--- config.mk ---
export PLATFORM = sky130hd
export DESIGN_NAME = imem_fetch_ctrl
export DESIGN_NICKNAME = d
export VERILOG_FILES = /design/src/rtl/imem_pkg.sv /design/src/rtl/fetch_queue.sv /design/src/rtl/imem_fetch_ctrl.sv
export SDC_FILE = /design/constraint.sdc
export NUM_CORES = 1
export LEC_CHECK = 0
export ABC_AREA = 1
export CORE_ASPECT_RATIO = 0.6
export CORE_UTILIZATION = 35
export CTS_CLUSTER_DIAMETER = 120
export DETAILED_ROUTE_END_ITERATION = 6
export GPL_TIMING_DRIVEN = 0
export PLACE_DENSITY = 0.63
export SETUP_SLACK_MARGIN = 0.02
export SLEW_MARGIN = 20
export SYNTH_ARGS = -nofsm -noshare
export SYNTH_HDL_FRONTEND = slang
export SYNTH_HIERARCHICAL = 1
export SYNTH_SLANG_ARGS = --single-unit
--- constraint.sdc ---
create_clock -name clk -period 5.4 [get_ports clk]
set_input_delay 0.81 -clock clk [delete_from_list [all_inputs] [get_ports clk]]
set_output_delay 0.81 -clock clk [all_outputs]
set_load 0.01 [all_outputs]
--- src/rtl/imem_pkg.sv ---
// Shared definitions for the instruction fetch path: default widths and fetch FSM encoding.
package imem_pkg;
    localparam int ADDR_W_DEF   = 5;
    localparam int DATA_W_DEF   = 32;
    localparam int DEPTH_DEF    = 2;
    localparam int RESET_PC_DEF = 0;

    typedef enum logic [1:0] {
        ST_IDLE  = 2'd0,
        ST_FETCH = 2'd1,
        ST_FULL  = 2'd2
    } fetch_state_e;
endpackage

--- src/rtl/fetch_queue.sv ---
// Small synchronous FIFO holding {pc, instruction} records; head is visible without a read cycle.
module fetch_queue #(
    parameter int WIDTH = 37,
    parameter int DEPTH = 2
) (
    input  logic                       clk,
    input  logic                       rst_n,
    input  logic                       flush,
    input  logic                       push,
    input  logic [WIDTH-1:0]           push_data,
    input  logic                       pop,
    output logic [WIDTH-1:0]           head_data,
    output logic [$clog2(DEPTH):0]     count
);
    localparam int PTR_W = $clog2(DEPTH);
    localparam int CNT_W = PTR_W + 1;

    logic [WIDTH-1:0] mem_q [DEPTH];
    logic [PTR_W-1:0] wr_q;
    logic [PTR_W-1:0] rd_q;
    logic [CNT_W-1:0] cnt_q;

    // Power-of-two depth lets the pointers wrap naturally.
    always_ff @(posedge clk) begin
        if (!rst_n || flush) begin
            wr_q  <= '0;
            rd_q  <= '0;
            cnt_q <= '0;
        end else begin
            if (push) begin
                wr_q <= wr_q + 1'b1;
            end
            if (pop) begin
                rd_q <= rd_q + 1'b1;
            end
            cnt_q <= cnt_q + CNT_W'(push) - CNT_W'(pop);
        end
    end

    always_ff @(posedge clk) begin
        if (rst_n && !flush && push) begin
            mem_q[wr_q] <= push_data;
        end
    end

    assign head_data = mem_q[rd_q];
    assign count     = cnt_q;
endmodule

--- src/rtl/imem_fetch_ctrl.sv ---
// Fetch sequencer: owns the fetch PC, drives the async instruction memory and
// buffers fetched words in a prefetch queue handed to the consumer by valid/ready.
module imem_fetch_ctrl
    import imem_pkg::*;
#(
    parameter int ADDR_W   = ADDR_W_DEF,
    parameter int DATA_W   = DATA_W_DEF,
    parameter int DEPTH    = DEPTH_DEF,
    parameter int RESET_PC = RESET_PC_DEF
) (
    input  logic                     clk,
    input  logic                     rst_n,
    input  logic                     fetch_en,
    input  logic                     redirect,
    input  logic [ADDR_W-1:0]        redirect_pc,
    output logic [DATA_W-1:0]        imem_addr,
    input  logic [DATA_W-1:0]        imem_data,
    output logic                     inst_valid,
    input  logic                     inst_ready,
    output logic [DATA_W-1:0]        inst_data,
    output logic [ADDR_W-1:0]        inst_pc,
    output logic [$clog2(DEPTH):0]   q_count
);
    localparam int CNT_W = $clog2(DEPTH) + 1;
    localparam logic [CNT_W-1:0] DEPTH_C = CNT_W'(DEPTH);

    fetch_state_e             state_q, state_d;
    logic [ADDR_W-1:0]        pc_q, pc_d;
    logic [CNT_W-1:0]         cnt;
    logic [CNT_W-1:0]         cnt_next;
    logic [ADDR_W+DATA_W-1:0] head;
    logic                     nonempty;
    logic                     pop;
    logic                     push;

    assign nonempty   = (cnt != '0);
    assign inst_valid = nonempty & ~redirect;
    assign pop        = inst_valid & inst_ready;
    // Only FETCH pushes; FULL waits one cycle after a pop so imem_addr never depends on inst_ready.
    assign push       = (state_q == ST_FETCH) & ~redirect & ((cnt < DEPTH_C) | pop);
    assign cnt_next   = redirect ? '0 : (cnt + CNT_W'(push) - CNT_W'(pop));

    always_comb begin
        pc_d    = pc_q;
        state_d = state_q;
        if (redirect) begin
            pc_d    = redirect_pc;
            state_d = fetch_en ? ST_FETCH : ST_IDLE;
        end else begin
            if (push) begin
                pc_d = pc_q + 1'b1;
            end
            case (state_q)
                ST_IDLE:  if (fetch_en) state_d = ST_FETCH;
                ST_FETCH: begin
                    if (!fetch_en)               state_d = ST_IDLE;
                    else if (cnt_next == DEPTH_C) state_d = ST_FULL;
                end
                ST_FULL: begin
                    if (!fetch_en)              state_d = ST_IDLE;
                    else if (cnt_next < DEPTH_C) state_d = ST_FETCH;
                end
                default:  state_d = ST_IDLE;
            endcase
        end
    end

    always_ff @(posedge clk) begin
        if (!rst_n) begin
            pc_q    <= ADDR_W'(RESET_PC);
            state_q <= ST_IDLE;
        end else begin
            pc_q    <= pc_d;
            state_q <= state_d;
        end
    end

    fetch_queue #(
        .WIDTH(ADDR_W + DATA_W),
        .DEPTH(DEPTH)
    ) u_queue (
        .clk       (clk),
        .rst_n     (rst_n),
        .flush     (redirect),
        .push      (push),
        .push_data ({pc_q, imem_data}),
        .pop       (pop),
        .head_data (head),
        .count     (cnt)
    );

    assign imem_addr = {{(DATA_W-ADDR_W){1'b0}}, pc_q};
    assign inst_data = nonempty ? head[DATA_W-1:0] : '0;
    assign inst_pc   = nonempty ? head[ADDR_W+DATA_W-1:DATA_W] : '0;
    assign q_count   = cnt;
endmodule

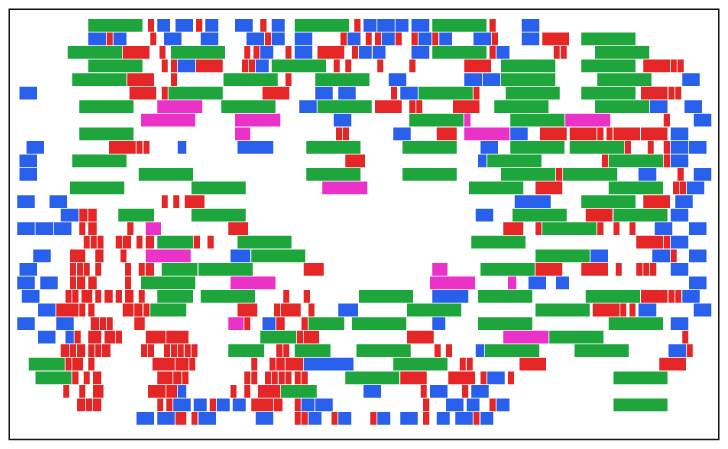
*Placement by cell class, run 1*
colour	class	cells	share of their area
blue	remaining buffers and delay cells	127	22%
green	sequential cells	86	45%
red	combinational and other logic	249	27%
magenta	clock drivers and dummy loads	16	5.5%
final non-filler cell area: 5650 sq um
Final Util: 49.7%
Core Area: 11400 sq um
row cnt: 30

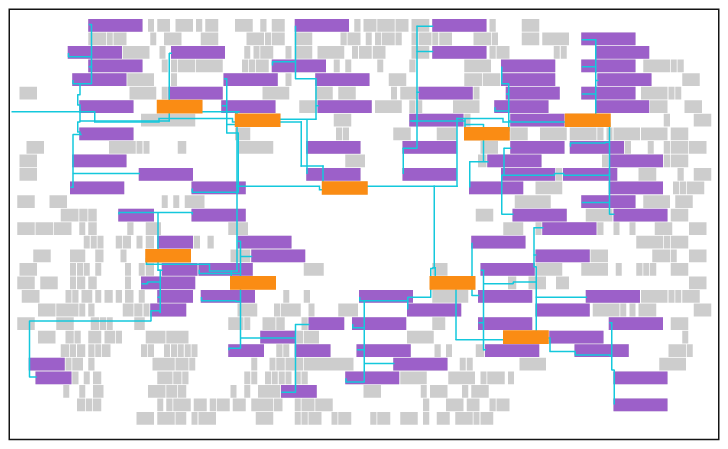
*Clock network drawn from the DEF, run 1*
[cyan] clock wires | length: 997 um
[purple] flip-flops | count: 86
[orange] clock drivers | count: 9
routed clock nets	10
clk_lat worst skew: 330 ps
Clock group: 0.606 mW
Clk pwr share: 40.8%
skew final: 2.24 ps

==> summary.txt, run 1 <==
Cells after Synth - 345
final period utilization - 54.4%
global routing met3 resource utilization - 4.58%
Tot Pwr - 1.49 mW
starting density of the core - 36.2%
area added between synthesis and finish - 37.2%
run status - complete, no violations
Mean Syn Cell Area - 11.9 sq um
Seq area share - 43.6%
Hold Violations, Final - 0
Routed met3 length - 392 um
GR Util met2 - 21.4%
initial antenna violation count - 0
Detail Placement HPWL - 5.78 mm
library cells used by synthesis - 27
Crit path required time - 5640 ps
max cap viols - 0
Seq share, synth - 59.8%
vias in the first global route - 2524
Vias/cell - 4.12
CP Max Fanout - 6
Internal - 1.17 mW
cts hold-fix bufs - 0
Setup CP Type - input pin to register
met1 GRT Util - 17.6%
Tap Cells - 160
per-cell routed wire length - 12.3 um
Sw Ratio - 21.4%
Port Buf Inserts - 86
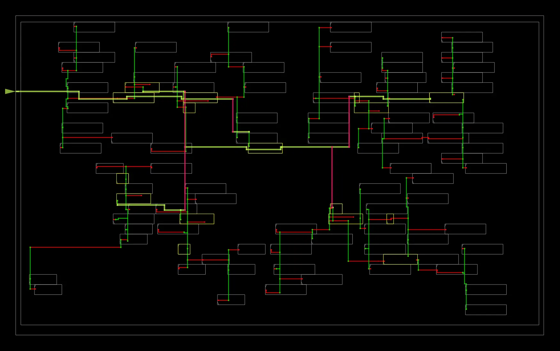
*The clock network, run 1*
clock buffers: 9
clock sink count: 86
TritonCTS Buffers: 9

[run 1: worst max-delay path, stage by stage]
cell and delay [ps]:
clkdlybuf4s50_1 540, nor3_2 460, o21bai_2 130, ha_1 290
inv_1 40, ha_1 170, nand3b_1 190, nand3_1 110
nor2_1 70, nor2_1 160, nand3_1 110, nand2_1 70
inv_1 30
[run 1: power by group through the flow]
stage / registers, mW / logic (mW) / clock network, mW
floorplan: 0.753 / 0.0705 / 0
finish: 0.739 / 0.140 / 0.606
detailed placement: 0.753 / 0.140 / 0
global route: 0.740 / 0.154 / 0.654
global placement: 0.753 / 0.135 / 0
CTS: 0.739 / 0.140 / 0.628
[run 1: sequential cells by signal (all words and copies together), names as in the netlist, named ones only]
name,count
u_queue/rd_q,1
u_queue/count,2
u_queue/wr_q,1
u_queue/mem_q,74
pc_q,5
state_q,2
[run 1: kinds of logic (layout without fill, tap and decap cells)]
family	count (synthesis)	in the layout	synth area share [%]
simple gates	100	100	10.2
mux	37	37	12.8
buf+inv	97	204	12.8
compound gates	17	17	2.34
xor+xnor	2	2	0.425
flops	86	86	59.8
other cells	1	27	0.0910
fa+ha+maj	5	5	1.52
[run 1: cell usage in the layout (no fill, tap or decap)]
master,instances
nor2_4,1
mux2_4,30
buf_6,2
nand2_1,32
clkinv_4,3
clkinv_2,1
clkinv_1,1
mux2_2,7
edfxtp_1,74
inv_6,1
a21oi_2,1
o21ai_0,6
clkbuf_16,9
ha_1,5
a21oi_1,8
dfxtp_1,12
nor3_2,2
nor3_1,1
o22ai_1,1
inv_1,60
nand4_1,2
buf_2,5
nand2_2,1
o21bai_2,1
buf_4,30
bufinv_16,1
clkdlybuf4s50_1,86
xnor2_1,2
conb_1,27
buf_12,3
nor2_2,4
nand3b_1,2
nand3_1,8
buf_16,1
nor2_1,47
inv_2,1
[run 1: metrics by stage]
step	area, sq um	instances
6_report	5650	638
3_5_place_dp	5350	622
5_1_grt	5650	638
2_1_floorplan	4220	371
4_1_cts	5650	638
3_3_place_gp	5280	617
[run 1: final timing paths]
path,startpoint,end,slack (ps),depth (start not counted)
min reg2reg,u_queue/wr_q,u_queue/wr_q,490,2
max reg2reg,u_queue/count[1],state_q[0],2960,13
min,u_queue/wr_q,u_queue/wr_q,490,2
max,redirect,state_q[0],2460,13
[run 1: synth_stat cells]
cell / count / share of area (%)
edfxtp_1: 74 / 54
inv_1: 60 / 5.5
nor2_1: 48 / 4.4
nand2_1: 32 / 2.9
mux2_4: 30 / 11
buf_4: 27 / 4.9
dfxtp_1: 12 / 5.8
a21oi_1: 8 / 0.97
nand3_1: 8 / 0.97
mux2_2: 7 / 1.9
o21ai_0: 6 / 0.73
buf_2: 5 / 0.61
ha_1: 5 / 1.5
nor2_2: 4 / 0.61
buf_12: 3 / 1.5
nand3b_1: 2 / 0.36
nand4_1: 2 / 0.30
nor3_1: 2 / 0.24
xnor2_1: 2 / 0.43
a21oi_2: 1 / 0.21
buf_6: 1 / 0.27
conb_1: 1 / 0.091
inv_2: 1 / 0.091
nand2_2: 1 / 0.15
nor3_2: 1 / 0.24
o21bai_2: 1 / 0.27
o22ai_1: 1 / 0.15
--- run 2 (diff from run 1) ---
==> constraint.sdc (replaced) <==
create_clock -name clk -period 2.8 [get_ports clk]
set_input_delay 0.42 -clock clk [delete_from_list [all_inputs] [get_ports clk]]
set_output_delay 0.42 -clock clk [all_outputs]
set_load 0.01 [all_outputs]
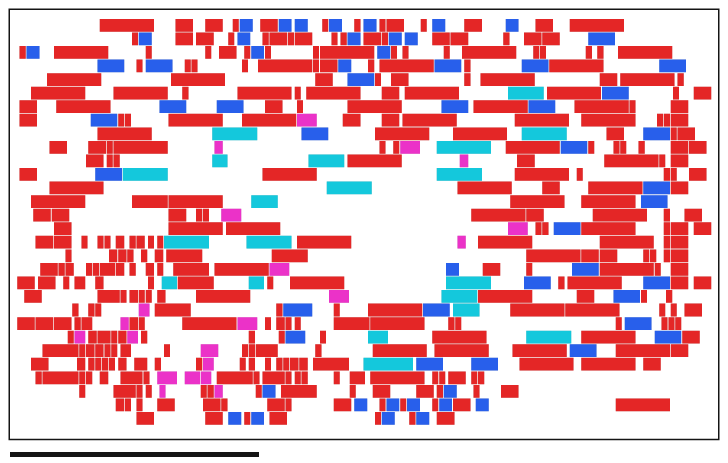
*Cell sizes after repair, run 2*
Bar = 50 um.
colour	size	cells	most used
cyan	_6 and larger	20	clkbuf_16
blue	_3 and _4 cells	60	mux2_4
magenta	_2 cells	21	mux2_2
red	_0 and _1 cells	375	clkdlybuf4s50_1
area added between synthesis and finish: 37.2%
Worst Setup Slack, final: 259 ps
bufs w/o clock: 125

==> summary.txt, run 2 <==
run status - complete, no violations
Cells after Synth - 345
Mean Syn Cell Area - 11.9 sq um
top post-synthesis cells by count - edfxtp_1 (74), inv_1 (60), nor2_1 (48)
main flop type - edfxtp_1
clock sink count - 86
die height - 86.0 um
worst reg2reg endpoint - state_q[0]
starting density of the core - 36.2%
per-cell routed wire length - 12.2 um
clk_lat worst skew - 330 ps
Internal - 2.25 mW
area share of the largest cell type after synthesis - 53.9%
max cap viols - 0
TritonCTS Buffers - 9
worst r2r src - u_queue/count[1]
final period utilization - 90.8%
Hold Crit Start - state_q[1]
Synth top cell by count - edfxtp_1
Top cells excl fill/tap - clkdlybuf4s50_1 (86), edfxtp_1 (74), inv_1 (60)
Vias/cell - 4.10
Clk pwr share - 40.9%
top cells, area - edfxtp_1 (54%), mux2_4 (11%), dfxtp_1 (5.8%)
row cnt - 30
Port Buf Inserts - 86
asr flop ratio synth - 0%
cts hold-fix bufs - 0
Setup CP Type - register to output port
Worst Hold Endpoint - state_q[1]
fin crit period - 2540 ps
flip-flops with a built-in enable - 74
Routed met3 length - 388 um
cell count of the worst hold path - 2
Seq share, synth - 59.8%
Crit path required time - 2380 ps
Sw Ratio - 21.5%
library cells used by synthesis - 27
R2R setup slack - 390 ps
Commonest Layout Cell - clkdlybuf4s50_1
Biggest register - u_queue/mem_q
max FFs per register - 74
CP Max Fanout - 10
Top Registers - u_queue/mem_q (74), pc_q (5)
Reg2Reg Depth - 12
initial antenna violation count - 0
largest area contributor in the netlist - edfxtp_1
Detail Placement HPWL - 5.60 mm
Hold Violations, Final - 0
## run 2: cell types whose count changed in the layout (fill, tap and decap cells not counted), moves of 2 or more
cell	before	now
buf_4	30	27
clkinv_4	3	0
buf_8	0	2
inv_6	1	3
## run 2: final cells by class
type,count,share of cell area (%)
Clock buffer,9,3.99
Buffer,36,5.29
Timing Repair Buffer,89,16.3
Sequential cell,86,43.6
Tap cell,160,3.54
Multi-Input combinational cell,188,22.0
Inverter,61,4.05
Clock inverter,7,1.26
## run 2: metrics by stage
stage          hold slack, ps  power (mW)  cells  setup TNS [ps]  instance area [sq um]
5_1_grt                   504        3.00    636               0                   5650
6_report                  490        2.87    636               0                   5650
2_1_floorplan             445        1.59    371               0                   4230
3_3_place_gp              453        1.71    617          -61910                   5290
4_1_cts                   480        2.91    636               0                   5650
3_5_place_dp              472        1.72    620           -3240                   5350
## run 2: how the worst max path moves through the flow
stage,start,end,cells past startpoint
3_3_place_gp,redirect,u_queue/mem_q[0][8],6
3_5_place_dp,redirect,u_queue/mem_q[1][8],7
2_1_floorplan,u_queue/count[1],u_queue/mem_q[0][0],6
4_1_cts,u_queue/count[1],inst_data[30],5
5_1_grt,u_queue/count[1],inst_data[30],5
6_report,u_queue/count[1],inst_data[30],5
## run 2: worst max-delay path, stage by stage, from the launching register on
cell and delay, ps:
dfxtp_1 530, nor2_2 110, buf_2 220, buf_2 210
nor2_1 160, clkdlybuf4s50_1 560
## run 2: layer usage
metal / global-route usage (%) / vias to the layer above
met1: 18.0 / 1202
met2: 20.9 / 67
met5: 0 / -
met3: 4.91 / 5
li1: - / 1331
met4: 3.23 / 0
## run 2: kinds of logic after synthesis
kind of cell | synth area share [%]
compound gates | 2.34
buf+inv | 12.8
other cells | 0.0910
xor+xnor | 0.425
mux | 12.8
flops | 59.8
simple gates | 10.2
fa+ha+maj | 1.52
## run 2: power groups by stage
stage / Clock, mW / Sequential [mW] / Combinational, mW
after floorplan: 0 / 1.45 / 0.138
after global placement: 0 / 1.45 / 0.260
after detailed placement: 0 / 1.45 / 0.269
after CTS: 1.22 / 1.43 / 0.270
after global routing: 1.28 / 1.43 / 0.297
final: 1.17 / 1.43 / 0.269
Power and IR drop assume default switching activity.
